--- src/rtl/pipe_ctrl_if.sv ---
// Pipeline sequencer bus: stage stall requests, redirect sources and the resulting
// stall/flush/redirect controls. The sequencer uses the slave modport and the core side uses master.
interface pipe_ctrl_if #(
  parameter int unsigned AW = 32
);
  logic          req_if;
  logic          req_id;
  logic          req_ex;
  logic          req_mem;
  logic          ex_redir;
  logic [AW-1:0] ex_target;
  logic          if_pred;
  logic [AW-1:0] if_pred_target;
  logic [5:0]    stall;
  logic [1:0]    flush;
  logic          br;
  logic [AW-1:0] br_addr;
  logic          pr;
  logic [AW-1:0] pr_addr;
  logic          redir_pending;

  modport slave (
    input  req_if, req_id, req_ex, req_mem, ex_redir, ex_target, if_pred, if_pred_target,
    output stall, flush, br, br_addr, pr, pr_addr, redir_pending
  );

  modport master (
    output req_if, req_id, req_ex, req_mem, ex_redir, ex_target, if_pred, if_pred_target,
    input  stall, flush, br, br_addr, pr, pr_addr, redir_pending
  );
endinterface

--- src/rtl/pipe_ctrl.sv ---
// Five-stage pipeline sequencer: stall prioritisation, redirect/prediction arbitration and
// held-redirect FSM. Define PIPE_PERF_CNT_EN to add the performance counter outputs.
module pipe_ctrl #(
  parameter int unsigned AW    = 32,
  parameter int unsigned CNT_W = 32
) (
  input  logic             clk,
  input  logic             rst,
  pipe_ctrl_if.slave       bus
`ifdef PIPE_PERF_CNT_EN
  ,
  output logic [CNT_W-1:0] perf_stall_cyc,
  output logic [CNT_W-1:0] perf_redir,
  output logic [CNT_W-1:0] perf_pend_cyc
`endif
);

  typedef enum logic {RUN, PEND} state_t;

  state_t        state_q, state_d;
  logic [AW-1:0] pend_q, pend_d;
  logic [5:0]    stall_c;
  logic          br_c;
  logic [AW-1:0] br_addr_c;
  logic          pr_c;

  // Zero-width counters would be meaningless; reject at elaboration.
  if (CNT_W == 0) begin : g_cnt_w_invalid
    initial $fatal(1, "CNT_W must be non-zero");
  end

  // Highest requesting stage freezes itself and everything upstream; WB never holds.
  always_comb begin
    stall_c = 6'b000000;
    if (bus.req_mem)     stall_c = 6'b011111;
    else if (bus.req_ex) stall_c = 6'b001111;
    else if (bus.req_id) stall_c = 6'b000111;
    else if (bus.req_if) stall_c = 6'b000011;
  end

  always_ff @(posedge clk) begin
    if (!rst) begin
      state_q <= RUN;
      pend_q  <= '0;
    end else begin
      state_q <= state_d;
      pend_q  <= pend_d;
    end
  end

  // A redirect that meets a stalled PC is parked; the youngest EX result always wins.
  always_comb begin
    state_d   = state_q;
    pend_d    = pend_q;
    br_c      = 1'b0;
    br_addr_c = '0;
    case (state_q)
      RUN: begin
        if (bus.ex_redir) begin
          if (!stall_c[0]) begin
            br_c      = 1'b1;
            br_addr_c = bus.ex_target;
          end else begin
            pend_d  = bus.ex_target;
            state_d = PEND;
          end
        end
      end
      PEND: begin
        if (!stall_c[0]) begin
          br_c      = 1'b1;
          br_addr_c = bus.ex_redir ? bus.ex_target : pend_q;
          state_d   = RUN;
        end else if (bus.ex_redir) begin
          pend_d = bus.ex_target;
        end
      end
      default: state_d = RUN;
    endcase
  end

  assign pr_c = bus.if_pred & ~stall_c[0] & ~br_c & (state_q == RUN);

  // Every output is held at zero while reset is asserted.
  always_comb begin
    bus.stall         = '0;
    bus.flush         = '0;
    bus.br            = 1'b0;
    bus.br_addr       = '0;
    bus.pr            = 1'b0;
    bus.pr_addr       = '0;
    bus.redir_pending = 1'b0;
    if (rst) begin
      bus.stall         = stall_c;
      bus.flush         = br_c ? 2'b11 : 2'b00;
      bus.br            = br_c;
      bus.br_addr       = br_addr_c;
      bus.pr            = pr_c;
      bus.pr_addr       = bus.if_pred_target;
      bus.redir_pending = (state_q == PEND);
    end
  end

`ifdef PIPE_PERF_CNT_EN
  always_ff @(posedge clk) begin
    if (!rst) begin
      perf_stall_cyc <= '0;
      perf_redir     <= '0;
      perf_pend_cyc  <= '0;
    end else begin
      perf_stall_cyc <= perf_stall_cyc + CNT_W'(stall_c[0]);
      perf_redir     <= perf_redir + CNT_W'(br_c);
      perf_pend_cyc  <= perf_pend_cyc + CNT_W'(state_q == PEND);
    end
  end
`endif

endmodule
--- src/flat_wrapper.sv ---
// flat-port wrapper written by rule: the top's interface ports become plain ports
module pipe_ctrl_flat 
#(
  parameter int unsigned AW    = 32,
  parameter int unsigned CNT_W = 32
)
  (clk, rst, bus_req_if, bus_req_id, bus_req_ex, bus_req_mem, bus_ex_redir, bus_ex_target, bus_if_pred, bus_if_pred_target, bus_stall, bus_flush, bus_br, bus_br_addr, bus_pr, bus_pr_addr, bus_redir_pending);
  pipe_ctrl_if #(.AW(AW)) bus_i ();
  input  logic clk;
  input  logic rst;
  input wire logic [$bits(bus_i.req_if)-1:0] bus_req_if;
  input wire logic [$bits(bus_i.req_id)-1:0] bus_req_id;
  input wire logic [$bits(bus_i.req_ex)-1:0] bus_req_ex;
  input wire logic [$bits(bus_i.req_mem)-1:0] bus_req_mem;
  input wire logic [$bits(bus_i.ex_redir)-1:0] bus_ex_redir;
  input wire logic [$bits(bus_i.ex_target)-1:0] bus_ex_target;
  input wire logic [$bits(bus_i.if_pred)-1:0] bus_if_pred;
  input wire logic [$bits(bus_i.if_pred_target)-1:0] bus_if_pred_target;
  output wire logic [$bits(bus_i.stall)-1:0] bus_stall;
  output wire logic [$bits(bus_i.flush)-1:0] bus_flush;
  output wire logic [$bits(bus_i.br)-1:0] bus_br;
  output wire logic [$bits(bus_i.br_addr)-1:0] bus_br_addr;
  output wire logic [$bits(bus_i.pr)-1:0] bus_pr;
  output wire logic [$bits(bus_i.pr_addr)-1:0] bus_pr_addr;
  output wire logic [$bits(bus_i.redir_pending)-1:0] bus_redir_pending;
  assign bus_i.req_if = bus_req_if;
  assign bus_i.req_id = bus_req_id;
  assign bus_i.req_ex = bus_req_ex;
  assign bus_i.req_mem = bus_req_mem;
  assign bus_i.ex_redir = bus_ex_redir;
  assign bus_i.ex_target = bus_ex_target;
  assign bus_i.if_pred = bus_if_pred;
  assign bus_i.if_pred_target = bus_if_pred_target;
  assign bus_stall = bus_i.stall;
  assign bus_flush = bus_i.flush;
  assign bus_br = bus_i.br;
  assign bus_br_addr = bus_i.br_addr;
  assign bus_pr = bus_i.pr;
  assign bus_pr_addr = bus_i.pr_addr;
  assign bus_redir_pending = bus_i.redir_pending;
  pipe_ctrl #(.AW(AW), .CNT_W(CNT_W)) u_core (.clk(clk), .rst(rst), .bus(bus_i));
endmodule
--- config.mk ---
export PLATFORM = sky130hd
export DESIGN_NAME = pipe_ctrl_flat
export DESIGN_NICKNAME = d
export VERILOG_FILES = /design/src/rtl/pipe_ctrl_if.sv /design/src/rtl/pipe_ctrl.sv /design/src/flat_wrapper.sv
export SDC_FILE = /design/constraint.sdc
export NUM_CORES = 1
export LEC_CHECK = 0
export ABC_AREA = 0
export CAP_MARGIN = 20
export CORE_ASPECT_RATIO = 0.9
export CORE_UTILIZATION = 35
export CTS_BUF_LIST = sky130_fd_sc_hd__clkbuf_8
export CTS_CLUSTER_DIAMETER = 200
export DETAILED_ROUTE_END_ITERATION = 10
export PLACE_DENSITY = 0.82
export SETUP_SLACK_MARGIN = 0.1
export SLEW_MARGIN = 10
export SYNTH_ARGS = -nofsm -noshare
export SYNTH_HDL_FRONTEND = slang
export SYNTH_SLANG_ARGS = --single-unit
--- constraint.sdc ---
create_clock -name clk -period 2 [get_ports clk]
set_input_delay 0.5 -clock clk [delete_from_list [all_inputs] [get_ports clk]]
set_output_delay 0.5 -clock clk [all_outputs]
set_load 0.05 [all_outputs]
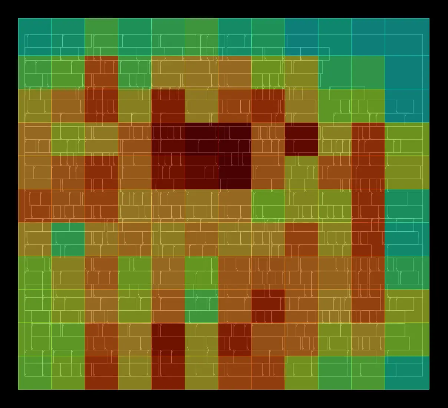
(run_1/final_congestion.png)
post-DR wirelength/cell: 19.3 um
fraction of met2 tracks used by global routing: 0.603

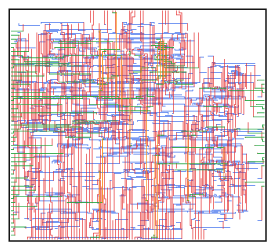
(run_1/metal_stack.png)
(3 px per um)
met1 -> blue  # wire length 3370 um
met2 -> red  # wire length 5550 um
met4 -> orange  # wire length 336 um
met3 -> green  # wire length 921 um

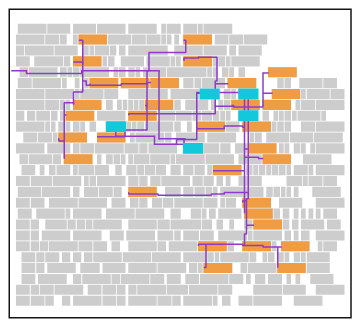
(run_1/clock_map.png)
(4 px per um)
flip-flops -> orange  # count 33
cells driving clock nets -> cyan  # count 5
clock wires -> purple  # length 476 um
routed clock nets = 6

[run 1: state kept, by name, summed over array words and instances (netlist names)]
name	cells
u_core.state_q	1
u_core.pend_q	32
[run 1: layer usage]
metal | GRT usage | up-vias
met5 | 0.0248 | -
met2 | 0.603 | 203
met1 | 0.329 | 1352
li1 | - | 1302
met3 | 0.0840 | 37
met4 | 0.105 | 0
[run 1: path summary, 6_finish.rpt]
check                                 start                        endpoint  cells after the start
max                              bus_req_if                  bus_br_addr[5]                      7
min          u_core.pend_q[19]$_SDFFE_PN0P_  u_core.pend_q[19]$_SDFFE_PN0P_                      2
max reg2reg       u_core.state_q$_SDFF_PN0_       u_core.state_q$_SDFF_PN0_                      4
min reg2reg  u_core.pend_q[19]$_SDFFE_PN0P_  u_core.pend_q[19]$_SDFFE_PN0P_                      2
==> results.md, run 1 <==
| Metric | This run |
|---|---|
| First-pass GRT wire length | 16.0 mm |
| Clock transition time at the flip-flop clock pins of the worst setup and hold paths | 0.07 ns |
| PnR worst setup slack | -0.244 ns |
| Register bit total from synthesis | 33 |
| Global placement routability congestion | 0.817 |
| Antenna violation net count after detailed routing | 0 |
| Failing checks | setup timing |
| Minimum clock period after layout | 2.24 ns |
| Clk power | 654 uW |
| Repair and plain buffers | 176 |
| Met1 Wirelength | 3.37 mm |
| Number of instances in the synthesized netlist | 304 |
| Cell-by-cell trace of the critical path | buf_8, nor4_4, nand3b_4, buf_12, buf_16, a21oi_4, buf_12 |
| Post-route worst hold slack | 0.453 ns |
| Result of the run | finished, violations left |
| Number of failing setup endpoints in the final timing report | 36 |
| Number of CTS-inserted buffers | 5 |
| Cell group occupying the most layout area | non-clock buffers |
| Detailed-routing iteration count for the pre-antenna-repair pass | 5 |
| Worst Setup Path Type | in2out |
==> run_1/met3.png <==
(3 px per um) Cells faint in the background.
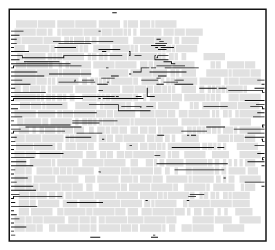

==> inputs of run 2 (changes only) <==
Settings changed: SKIP_CTS_REPAIR_TIMING set to 1.
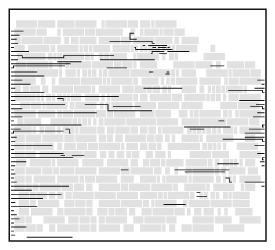
(run_2/met3.png)
(3 px per um) Cells faint in the background.
share of all routed wire = 7.9%
longest straight run = 35.6 um
wire length on this layer = 739 um
main direction = horizontal

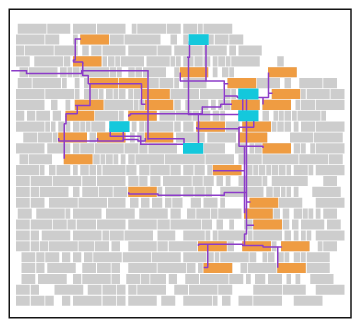
(run_2/clock_map.png)
(4 px per um)
flip-flops -> orange  # count 33
cells driving clock nets -> cyan  # count 5
clock wires -> purple  # length 465 um
routed clock nets = 6

==> run 2 against run 1 <==
  * The flow still finishes with violations (setup timing)
  * Cell area decreased by 0.33%
  * Wire length decreased by 8.2%
  * Combinational power decreased by 0.6%
  * Sequential share of layout area about the same
  * Count of clock-buffer cells in the layout unchanged
  * Synthesized cell count unchanged
  * Clock skew unchanged
  * Critical path depth decreased by 1
  * Die area unchanged
  * First-iteration DRC count decreased by 13%
  * Power decreased by 0.25%
  * Critical path type unchanged
  * Largest power group unchanged
==> results.md, run 2 <==
| Metric | This run | Change |
|---|---|---|
| Result of the run | finished, violations left | unchanged |
| Failing checks | setup timing | unchanged |
| Register bit total from synthesis | 33 | unchanged |
| Number of CTS-inserted buffers | 5 | unchanged |
| Critical path launch point type | input pin | unchanged |
| Register with the most flip-flops | u_core.pend_q | unchanged |
| Filler cell count | 259 | was 264 |
| Timing endpoint of the critical path | bus_br_addr[19] | was bus_br_addr[5] |
| Register-to-Register Path Depth | 3 | was 4 |
| PnR worst setup slack | -0.207 ns | was -0.244 ns |
| Stages on worst setup path | 6 | was 7 |
| Detailed-route DRC error count | 0 | unchanged |
| Detailed-routing iteration count for the pre-antenna-repair pass | 5 | unchanged |
| Clk power | 654 uW | about the same |
| Number of failing setup endpoints in the final timing report | 35 | was 36 |
| Hold wc startpoint | u_core.pend_q[8]$_SDFFE_PN0P_ | was u_core.pend_q[19]$_SDFFE_PN0P_ |
| Post-layout instance count excluding filler cells | 525 | was 527 |
| Post-synthesis average cell area | 7.15 sq um | unchanged |
| Post-route worst hold slack | 0.453 ns | about the same |
| Worst flop-to-flop path endpoint | u_core.state_q$_SDFF_PN0_ | unchanged |
| Clock transition time at the flip-flop clock pins of the worst setup and hold paths | 0.08 ns | was 0.07 ns |
| Met1 Wirelength | 3.23 mm | was 3.37 mm |
| Post-DR wirelength/cell | 17.8 um | was 19.3 um |
| Beginning of the worst register-to-register path | u_core.state_q$_SDFF_PN0_ | unchanged |
| Setup crit start | bus_req_id | was bus_req_if |
| Worst Setup Path Type | in2out | unchanged |
| Largest stage delay on the critical path | 0.34 ns | about the same |
| Flip-flop count of the largest register after layout | 32 | unchanged |
| Worst Hold Path Cells | 2 | unchanged |
| Antenna violation net count after detailed routing | 0 | unchanged |
| Portion of total power attributed to sequential cells | 0.325 | about the same |
| Peak supply drop | 291 uV | was 330 uV |
| Endpoint of the worst hold path | u_core.pend_q[8]$_SDFFE_PN0P_ | was u_core.pend_q[19]$_SDFFE_PN0P_ |
| First-pass GRT wire length | 13.5 mm | was 16.0 mm |
| Largest regs | u_core.pend_q: 32 flops, u_core.state_q: 1 flops | unchanged |
| Number of instances in the synthesized netlist | 304 | unchanged |
| Global placement routability congestion | 0.817 | unchanged |
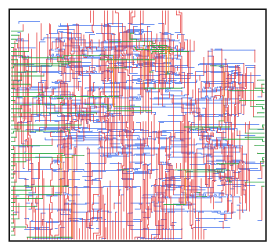
(run_2/metal_stack.png)
(3 px per um)
met1 -> blue  # wire length 3230 um
met2 -> red  # wire length 5250 um
met3 -> green  # wire length 739 um
met4 -> orange  # wire length 128 um

[run 2: layout make-up]
class / count / area, sq um / area share
tap: 70 / 87.6 / 0.0176
inverter: 1 / 7.51 / 0.00151
multi-input combinational: 239 / 1580 / 0.318
timing repair buffer: 174 / 2520 / 0.507
clock inverter: 3 / 46.3 / 0.00931
sequential: 33 / 661 / 0.133
clock buffer: 5 / 68.8 / 0.0138
[run 2: through the flow]
step,power (mW),utilization
6_report,2.22,0.854
5_1_grt,2.29,0.854
4_1_cts,2.19,0.822
3_5_place_dp,1.54,0.802
3_3_place_gp,1.52,0.802
2_1_floorplan,1.12,-
[run 2: metal layers]
metal | up-vias | track usage
met5 | - | 0
met3 | 18 | 0.0807
met4 | 0 | 0.0458
met2 | 137 | 0.510
li1 | 1297 | -
met1 | 1328 | 0.273
Power and IR drop assume default switching activity.
